**Run 1: gate-type map**

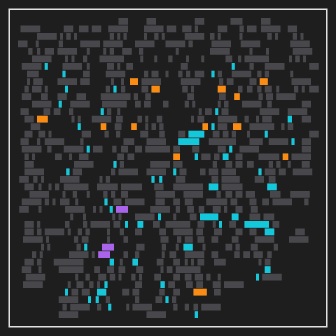
**Run 1: sequential cells grouped by signal name**

Scale bar: 20 um. Other sequential cells in the stronger gray, the rest of the logic in the fainter gray.
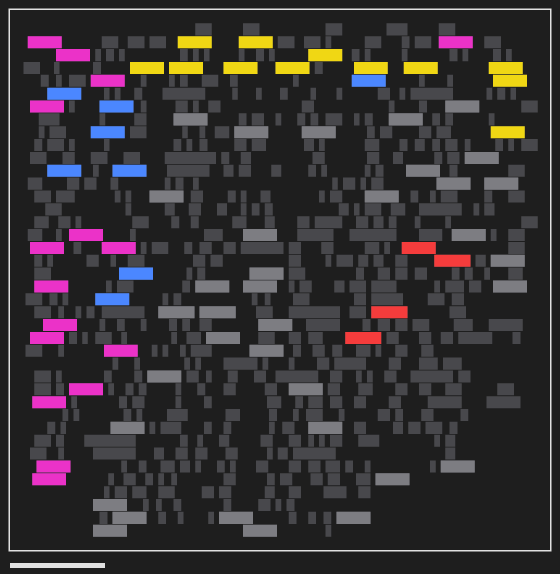
**Run 1: wires at chosen ports, followed through buffers**

Scale bar: 20 um.
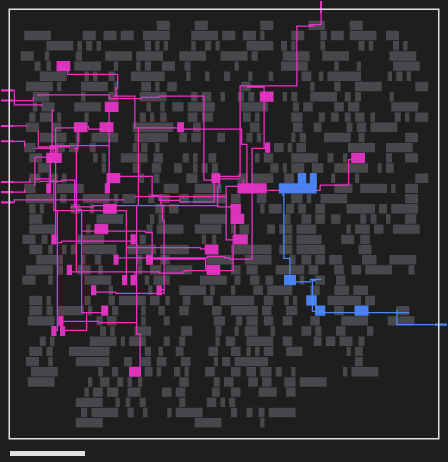
**Run 1: zoomed window**

Scale bar: 10 um. Window x 16 to 41, y 16 to 41 um. Cells in gray, sequential cells in the stronger gray; small squares are vias.
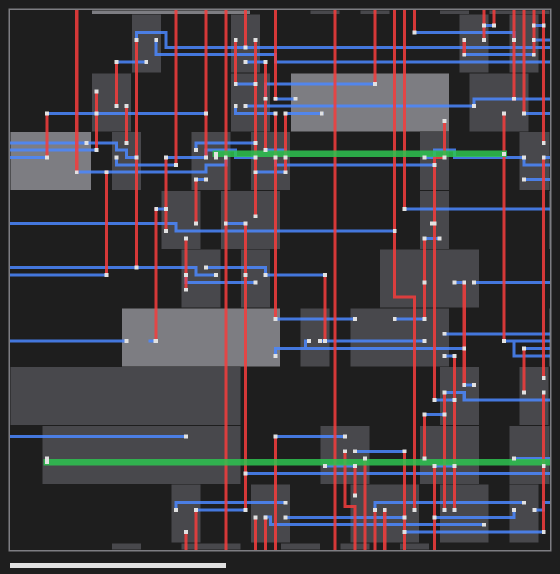
## config.mk

```make
export PLATFORM = sky130hd
export DESIGN_NAME = mem_loader
export DESIGN_NICKNAME = d
export VERILOG_FILES = /design/src/rtl/mem_loader.sv
export SDC_FILE = /design/constraint.sdc
export NUM_CORES = 1
export LEC_CHECK = 0
export CELL_PAD_IN_SITES_DETAIL_PLACEMENT = 1
export CELL_PAD_IN_SITES_GLOBAL_PLACEMENT = 2
export CORE_MARGIN = 2
export CORE_UTILIZATION = 29
export CTS_CLUSTER_SIZE = 30
export DETAILED_ROUTE_END_ITERATION = 6
export GPL_ROUTABILITY_DRIVEN = 0
export PLACE_DENSITY_LB_ADDON = 0.1
export SYNTH_ARGS = -nofsm -noshare
export SYNTH_HDL_FRONTEND = slang
export SYNTH_SLANG_ARGS = --single-unit
```

## constraint.sdc

```tcl
create_clock -name clk -period 1.85 [get_ports clk]
set_clock_uncertainty 0.05 [all_clocks]
set_input_delay 0.37 -clock clk [delete_from_list [all_inputs] [get_ports clk]]
set_output_delay 0.37 -clock clk [all_outputs]
set_load 0.02 [all_outputs]
```

## src/rtl/mem_loader.sv

```systemverilog
// Byte-stream loader that parses A5-headed frames and writes words into IMEM/DMEM.
// Optional trailing XOR checksum byte is enabled by defining MEM_LOADER_CHECKSUM_EN.
module mem_loader #(
    parameter int WIDTH      = 12,
    parameter int DATA_WIDTH = 16
) (
    input  logic                  clk,
    input  logic                  reset,
    input  logic                  in_valid,
    input  logic [7:0]            in_data,
    output logic                  in_ready,
    output logic                  cpu_hold,
    output logic                  imem_we,
    output logic                  dmem_we,
    output logic [WIDTH-1:0]      mem_addr,
    output logic [DATA_WIDTH-1:0] mem_wdata,
    output logic                  load_done,
    output logic                  load_err
);

    localparam int BPW = DATA_WIDTH / 8;
    localparam int BW  = (BPW > 1) ? $clog2(BPW) : 1;
    localparam int HW  = (WIDTH > 8) ? WIDTH - 8 : 1;

    typedef enum logic [3:0] {
        S_IDLE,
        S_TARGET,
        S_ADDR_HI,
        S_ADDR_LO,
        S_CNT_HI,
        S_CNT_LO,
        S_DATA,
        S_CHK,
        S_DONE
    } state_t;

    state_t                state_q;
    logic                  target_q;
    logic [HW-1:0]         hi_q;
    logic [WIDTH-1:0]      addr_q;
    logic [WIDTH-1:0]      cnt_q;
    logic [BW-1:0]         byte_q;
    logic [DATA_WIDTH-1:0] word_q;

    logic                  hold_q;
    logic                  imem_we_q;
    logic                  dmem_we_q;
    logic [WIDTH-1:0]      mem_addr_q;
    logic [DATA_WIDTH-1:0] mem_wdata_q;
    logic                  done_q;
    logic                  err_q;

`ifdef MEM_LOADER_CHECKSUM_EN
    logic [7:0]            chk_q;
    localparam state_t     END_STATE = S_CHK;
`else
    localparam state_t     END_STATE = S_DONE;
`endif

    logic                  accept;
    logic [WIDTH-1:0]      field_d;
    logic [DATA_WIDTH-1:0] word_d;
    logic                  last_byte;

    assign in_ready  = (state_q != S_DONE);
    assign accept    = in_valid & in_ready;
    assign last_byte = (byte_q == BW'(BPW - 1));

    // A 16-bit address/count field keeps only its low WIDTH bits.
    generate
        if (WIDTH > 8) begin : g_wide_field
            assign field_d = {hi_q, in_data};
        end else begin : g_narrow_field
            assign field_d = in_data[WIDTH-1:0];
        end
    endgenerate

    // Word assembler shifts MSB-first; the incoming byte lands in the low lane.
    generate
        if (BPW > 1) begin : g_multi_byte
            assign word_d = {word_q[DATA_WIDTH-9:0], in_data};
        end else begin : g_single_byte
            assign word_d = in_data;
        end
    endgenerate

    always_ff @(posedge clk) begin
        if (reset) begin
            state_q     <= S_IDLE;
            target_q    <= 1'b0;
            hi_q        <= '0;
            addr_q      <= '0;
            cnt_q       <= '0;
            byte_q      <= '0;
            word_q      <= '0;
            hold_q      <= 1'b0;
            imem_we_q   <= 1'b0;
            dmem_we_q   <= 1'b0;
            mem_addr_q  <= '0;
            mem_wdata_q <= '0;
            done_q      <= 1'b0;
            err_q       <= 1'b0;
`ifdef MEM_LOADER_CHECKSUM_EN
            chk_q       <= '0;
`endif
        end else begin
            imem_we_q <= 1'b0;
            dmem_we_q <= 1'b0;
            done_q    <= 1'b0;

            if (state_q == S_DONE) begin
                done_q  <= 1'b1;
                hold_q  <= 1'b0;
                state_q <= S_IDLE;
            end else if (accept) begin
`ifdef MEM_LOADER_CHECKSUM_EN
                if (state_q == S_TARGET) begin
                    chk_q <= in_data;
                end else if (state_q != S_IDLE && state_q != S_CHK) begin
                    chk_q <= chk_q ^ in_data;
                end
`endif
                case (state_q)
                    S_IDLE: begin
                        if (in_data == 8'hA5) begin
                            err_q   <= 1'b0;
                            state_q <= S_TARGET;
                        end
                    end
                    S_TARGET: begin
                        if (in_data[7:1] == 7'd0) begin
                            target_q <= in_data[0];
                            hold_q   <= 1'b1;
                            state_q  <= S_ADDR_HI;
                        end else begin
                            err_q    <= 1'b1;
                            state_q  <= S_IDLE;
                        end
                    end
                    S_ADDR_HI: begin
                        hi_q    <= in_data[HW-1:0];
                        state_q <= S_ADDR_LO;
                    end
                    S_ADDR_LO: begin
                        addr_q  <= field_d;
                        state_q <= S_CNT_HI;
                    end
                    S_CNT_HI: begin
                        hi_q    <= in_data[HW-1:0];
                        state_q <= S_CNT_LO;
                    end
                    S_CNT_LO: begin
                        cnt_q   <= field_d;
                        byte_q  <= '0;
                        state_q <= (field_d == '0) ? END_STATE : S_DATA;
                    end
                    S_DATA: begin
                        word_q <= word_d;
                        if (last_byte) begin
                            byte_q      <= '0;
                            mem_addr_q  <= addr_q;
                            mem_wdata_q <= word_d;
                            imem_we_q   <= ~target_q;
                            dmem_we_q   <= target_q;
                            addr_q      <= addr_q + WIDTH'(1);
                            cnt_q       <= cnt_q - WIDTH'(1);
                            if (cnt_q == WIDTH'(1)) begin
                                state_q <= END_STATE;
                            end
                        end else begin
                            byte_q <= byte_q + BW'(1);
                        end
                    end
`ifdef MEM_LOADER_CHECKSUM_EN
                    S_CHK: begin
                        if (in_data == chk_q) begin
                            state_q <= S_DONE;
                        end else begin
                            // Bad checksum aborts without a done pulse; issued writes stand.
                            err_q   <= 1'b1;
                            hold_q  <= 1'b0;
                            state_q <= S_IDLE;
                        end
                    end
`endif
                    default: begin
                        state_q <= S_IDLE;
                    end
                endcase
            end
        end
    end

    assign cpu_hold  = hold_q;
    assign imem_we   = imem_we_q;
    assign dmem_we   = dmem_we_q;
    assign mem_addr  = mem_addr_q;
    assign mem_wdata = mem_wdata_q;
    assign load_done = done_q;
    assign load_err  = err_q;

endmodule

```

==> impl_metrics.env, run 1 <==
# physical design summary
export IMPL_worstReg2RegEnd="state_q[1]"
export IMPL_post_cts_resize_count=11
export IMPL_coreArea_sq_um=11960
export IMPL_synth_adder_area_share=0.01065
export IMPL_setup_worst_path_end="state_q[1]"
export IMPL_timing_critical_path_depth=6
export IMPL_antenna_found_initial=0
export IMPL_synth_xor_area_share=0.002484
export IMPL_layout_cells_largest_class="multi-input combinational cells"
export IMPL_synth_edff_count=0
export IMPL_comb_power_mw=0.129
export IMPL_status="completed"
export IMPL_die_area_sq_um=13060
export IMPL_critical_path_startpoint="cnt_q[7]"
export IMPL_synth_ff_latch_count=75
export IMPL_yosys_cell_types_count=53
export IMPL_layout_buffer_nonclock_area_share=0.2128
export IMPL_top_usage_layer="met2"
export IMPL_dr_wl_met2_um=5664
export IMPL_inserted_diodes=0
export IMPL_area_leaders="sky130_fd_sc_hd__dfxtp_1, sky130_fd_sc_hd__nand2_1, sky130_fd_sc_hd__a21oi_1, sky130_fd_sc_hd__mux2i_1, sky130_fd_sc_hd__nor2_1"
export IMPL_detailed_place_hpwl_um=8595
export IMPL_tap_cells=147
export IMPL_grt_start_max_net_pins=45
export IMPL_grt_pass1_wl_um=19690
export IMPL_clock_cell_area_share=0.06724
export IMPL_fin_setup_tns_ns=0
export IMPL_pre_cts_slack_ns=-0.4872
Notes on 'gate-type map' above:
Key: purple = fa/ha/maj cells [cells 3]; orange = and/or cells [cells 13]; cyan = nor cells [cells 53, where all over the die]
top logic cell by instance count in the layout: sky130_fd_sc_hd__nand2_1
post-route insts no fill: 692
logic share of the area: 0.3825

Notes on 'sequential cells grouped by signal name' above:
Key: yellow = mem_addr [flops 12]; blue = word_q [flops 8]; red = state_q [flops 4, where middle right]; magenta = mem_wdata [flops 16]
Another 35 sequential cells are not colored.

Notes on 'wires at chosen ports, followed through buffers' above:
Key: magenta = in_data [bits 8, direction input, edge 7 left, 1 top, end cells 35, buffers 17, wire 1190 um]; blue = in_valid [bits 1, direction input, edge right, end cells 7, buffers 2, wire 101 um]
number of top-level pins: 45
buffers added on ports: 44

Notes on 'zoomed window' above:
Key: red = M2; blue = M1; green = M3
Sequential cells in the window: 3. Netlist names of flops here include cnt_q (2), mem_wdata (1). 35 logic cells have their middle in the window. Most frequent: nand2_1 (9), a21oi_1 (5), buf_4 (4).

**Run 1: congestion heat map**

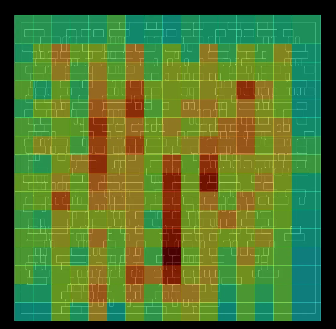

==> run 2: changes to the inputs <==
--- a/config.mk
+++ b/config.mk
@@ -9,10 +9,9 @@
 export CELL_PAD_IN_SITES_GLOBAL_PLACEMENT = 2
 export CORE_MARGIN = 2
 export CORE_UTILIZATION = 29
-export CTS_CLUSTER_SIZE = 30
 export DETAILED_ROUTE_END_ITERATION = 6
 export GPL_ROUTABILITY_DRIVEN = 0
-export PLACE_DENSITY_LB_ADDON = 0.1
+export PLACE_DENSITY = 0.87
 export SYNTH_ARGS = -nofsm -noshare
 export SYNTH_HDL_FRONTEND = slang
 export SYNTH_SLANG_ARGS = --single-unit
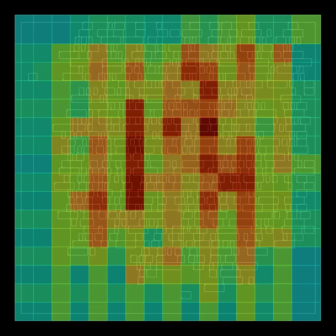
**Above:** run 2 (congestion heat map).
layer with the highest usage: met2
fraction of met2 tracks used by global routing: 0.2996
met1 routing resource usage after global routing: 0.2247

==> run 2 against run 1 <==
Net effect: global-route usage fell by 2.1 points; critical path type unchanged; clock power is 12% lower; design area down 3.6%; highest routed layer unchanged; sequential power about the same.
==> impl_metrics.env, run 2 <==
# physical design summary
export IMPL_status="completed"
export IMPL_postSynthNetCount=461
export IMPL_yosys_cell_types_count=53
export IMPL_synth_xor_area_share=0.002484
export IMPL_synthCells=447
export IMPL_die_area_sq_um=13060
export IMPL_layoutNonFillerInstCount=676
export IMPL_synth_edff_count=0
export IMPL_grt_start_max_net_pins=53
export IMPL_antenna_found_initial=0
export IMPL_pre_cts_slack_ns=-0.4890
export IMPL_setup_worst_path_end="state_q[1]"
export IMPL_synth_ff_latch_count=75
export IMPL_lay_top_count="sky130_fd_sc_hd__nand2_1"
export IMPL_critical_path_startpoint="cnt_q[6]"
export IMPL_comb_power_mw=0.128
export IMPL_dr_wl_met2_um=5451
export IMPL_timing_critical_path_depth=6
export IMPL_grt_pass1_wl_um=18280
export IMPL_net_total_in_the_final_layout=539
export IMPL_synth_adder_area_share=0.01065
export IMPL_tap_cells=147
export IMPL_layout_buffer_nonclock_area_share=0.1956
export IMPL_clock_cell_area_share=0.06135
export IMPL_num_io_pins=45
export IMPL_layout_cells_largest_class="multi-input combinational cells"
export IMPL_worstReg2RegEnd="state_q[1]"
export IMPL_post_cts_resize_count=10
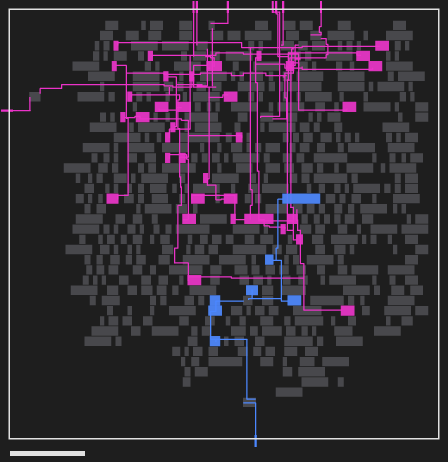
**Above:** run 2 (wires at chosen ports, followed through buffers).
Scale bar: 20 um.
Key: magenta = in_data [bits 8, direction input, edge 7 top, 1 left, end cells 35, buffers 16, wire 1080 um]; blue = in_valid [bits 1, direction input, edge bottom, end cells 7, buffers 2, wire 104 um]

==> run 3: changes to the inputs <==
--- a/config.mk
+++ b/config.mk
@@ -9,6 +9,7 @@
 export CELL_PAD_IN_SITES_GLOBAL_PLACEMENT = 2
 export CORE_MARGIN = 2
 export CORE_UTILIZATION = 29
+export CTS_CLUSTER_SIZE = 24
 export DETAILED_ROUTE_END_ITERATION = 6
 export GPL_ROUTABILITY_DRIVEN = 0
 export PLACE_DENSITY = 0.87
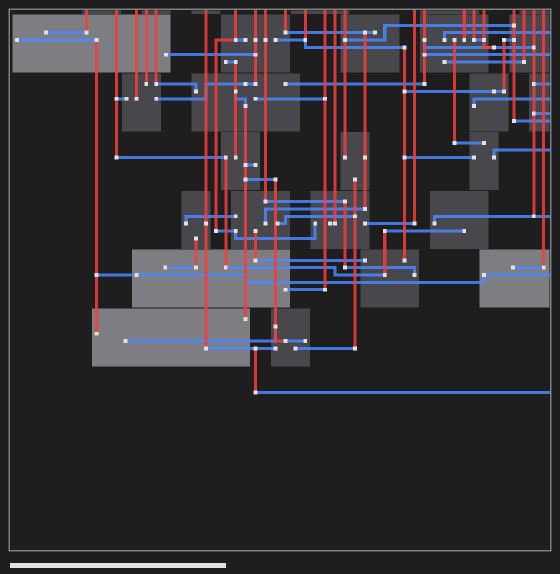
**Above:** run 3 (zoomed window).
Scale bar: 10 um. Window x 16 to 41, y 16 to 41 um. Cells in gray, sequential cells in the stronger gray; small squares are vias.
Key: blue = M1; red = M2
Sequential cells in the window: 3. Netlist names of flops here include cnt_q (3). Most frequent: dfxtp_1 (3), buf_4 (3). 20 logic cells have their middle in the window.

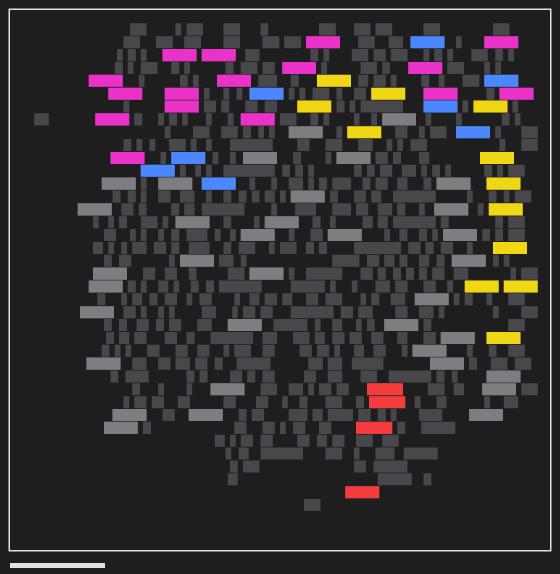
**Above:** run 3 (sequential cells grouped by signal name).
Scale bar: 20 um. Other sequential cells in the stronger gray, the rest of the logic in the fainter gray.
Key: blue = word_q [flops 8]; magenta = mem_wdata [flops 16]; red = state_q [flops 4]; yellow = mem_addr [flops 12]
Another 35 sequential cells are not colored.

==> run 3 against run 2 <==
Net effect: via count did not move; first-iteration DRC count did not move; area after synthesis did not move; largest cell class unchanged; clock-buffer cell count did not move.
==> impl_metrics.env, run 3 <==
# physical design summary
export IMPL_status="completed"
export IMPL_net_total_in_the_final_layout=539
export IMPL_layout_buffer_nonclock_area_share=0.1956
export IMPL_cts_hold_fix_buffers=0
export IMPL_h_tree_lvls=3
export IMPL_timing_critical_path_depth=6
export IMPL_worstReg2RegEnd="state_q[1]"
export IMPL_grt_pass1_wl_um=18280
export IMPL_postSynthNetCount=461
export IMPL_dominantRegCellSynth="sky130_fd_sc_hd__dfxtp_1"
export IMPL_post_cts_resize_count=10
export IMPL_min_delay_start="in_data[1]"
export IMPL_groute_layer_met1_usage=0.2247
export IMPL_critical_path_startpoint="cnt_q[6]"
export IMPL_yosys_cell_types_count=53
export IMPL_power_mw=3.541
export IMPL_tap_cells=147
export IMPL_layout_cells_largest_class="multi-input combinational cells"
export IMPL_setup_worst_path_end="state_q[1]"
export IMPL_top_usage_layer="met2"
export IMPL_post_route_min_period_ns=1.813
export IMPL_fillCellCount=1439
export IMPL_dr_wl_met2_um=5451
export IMPL_synthCells=447
export IMPL_comb_power_mw=0.128
export IMPL_total_setup_violations_reported_at_the_end_of_the_flow=0
export IMPL_fraction_of_met2_tracks_used_by_global_routing=0.2996
export IMPL_buffers_added_on_ports=44
export IMPL_setup_slack_ns=0.03673
export IMPL_grt_setup_unrepaired="true"
export IMPL_clock_cell_area_share=0.06135
export IMPL_pre_cts_slack_ns=-0.4890
export IMPL_synth_adder_area_share=0.01065
export IMPL_route_final_wire_length_um=11240
export IMPL_synth_edff_count=0
export IMPL_die_area_sq_um=13060
export IMPL_comb_cells=331
export IMPL_synth_ff_latch_count=75
export IMPL_layoutNonFillerInstCount=676
export IMPL_lay_top_count="sky130_fd_sc_hd__nand2_1"
export IMPL_layout_core_utilization=0.4092
export IMPL_num_io_pins=45
export IMPL_area_leaders="sky130_fd_sc_hd__dfxtp_1, sky130_fd_sc_hd__nand2_1, sky130_fd_sc_hd__a21oi_1, sky130_fd_sc_hd__mux2i_1, sky130_fd_sc_hd__nor2_1"
Power figures rest on the tool's default switching activity, not on a simulated workload.
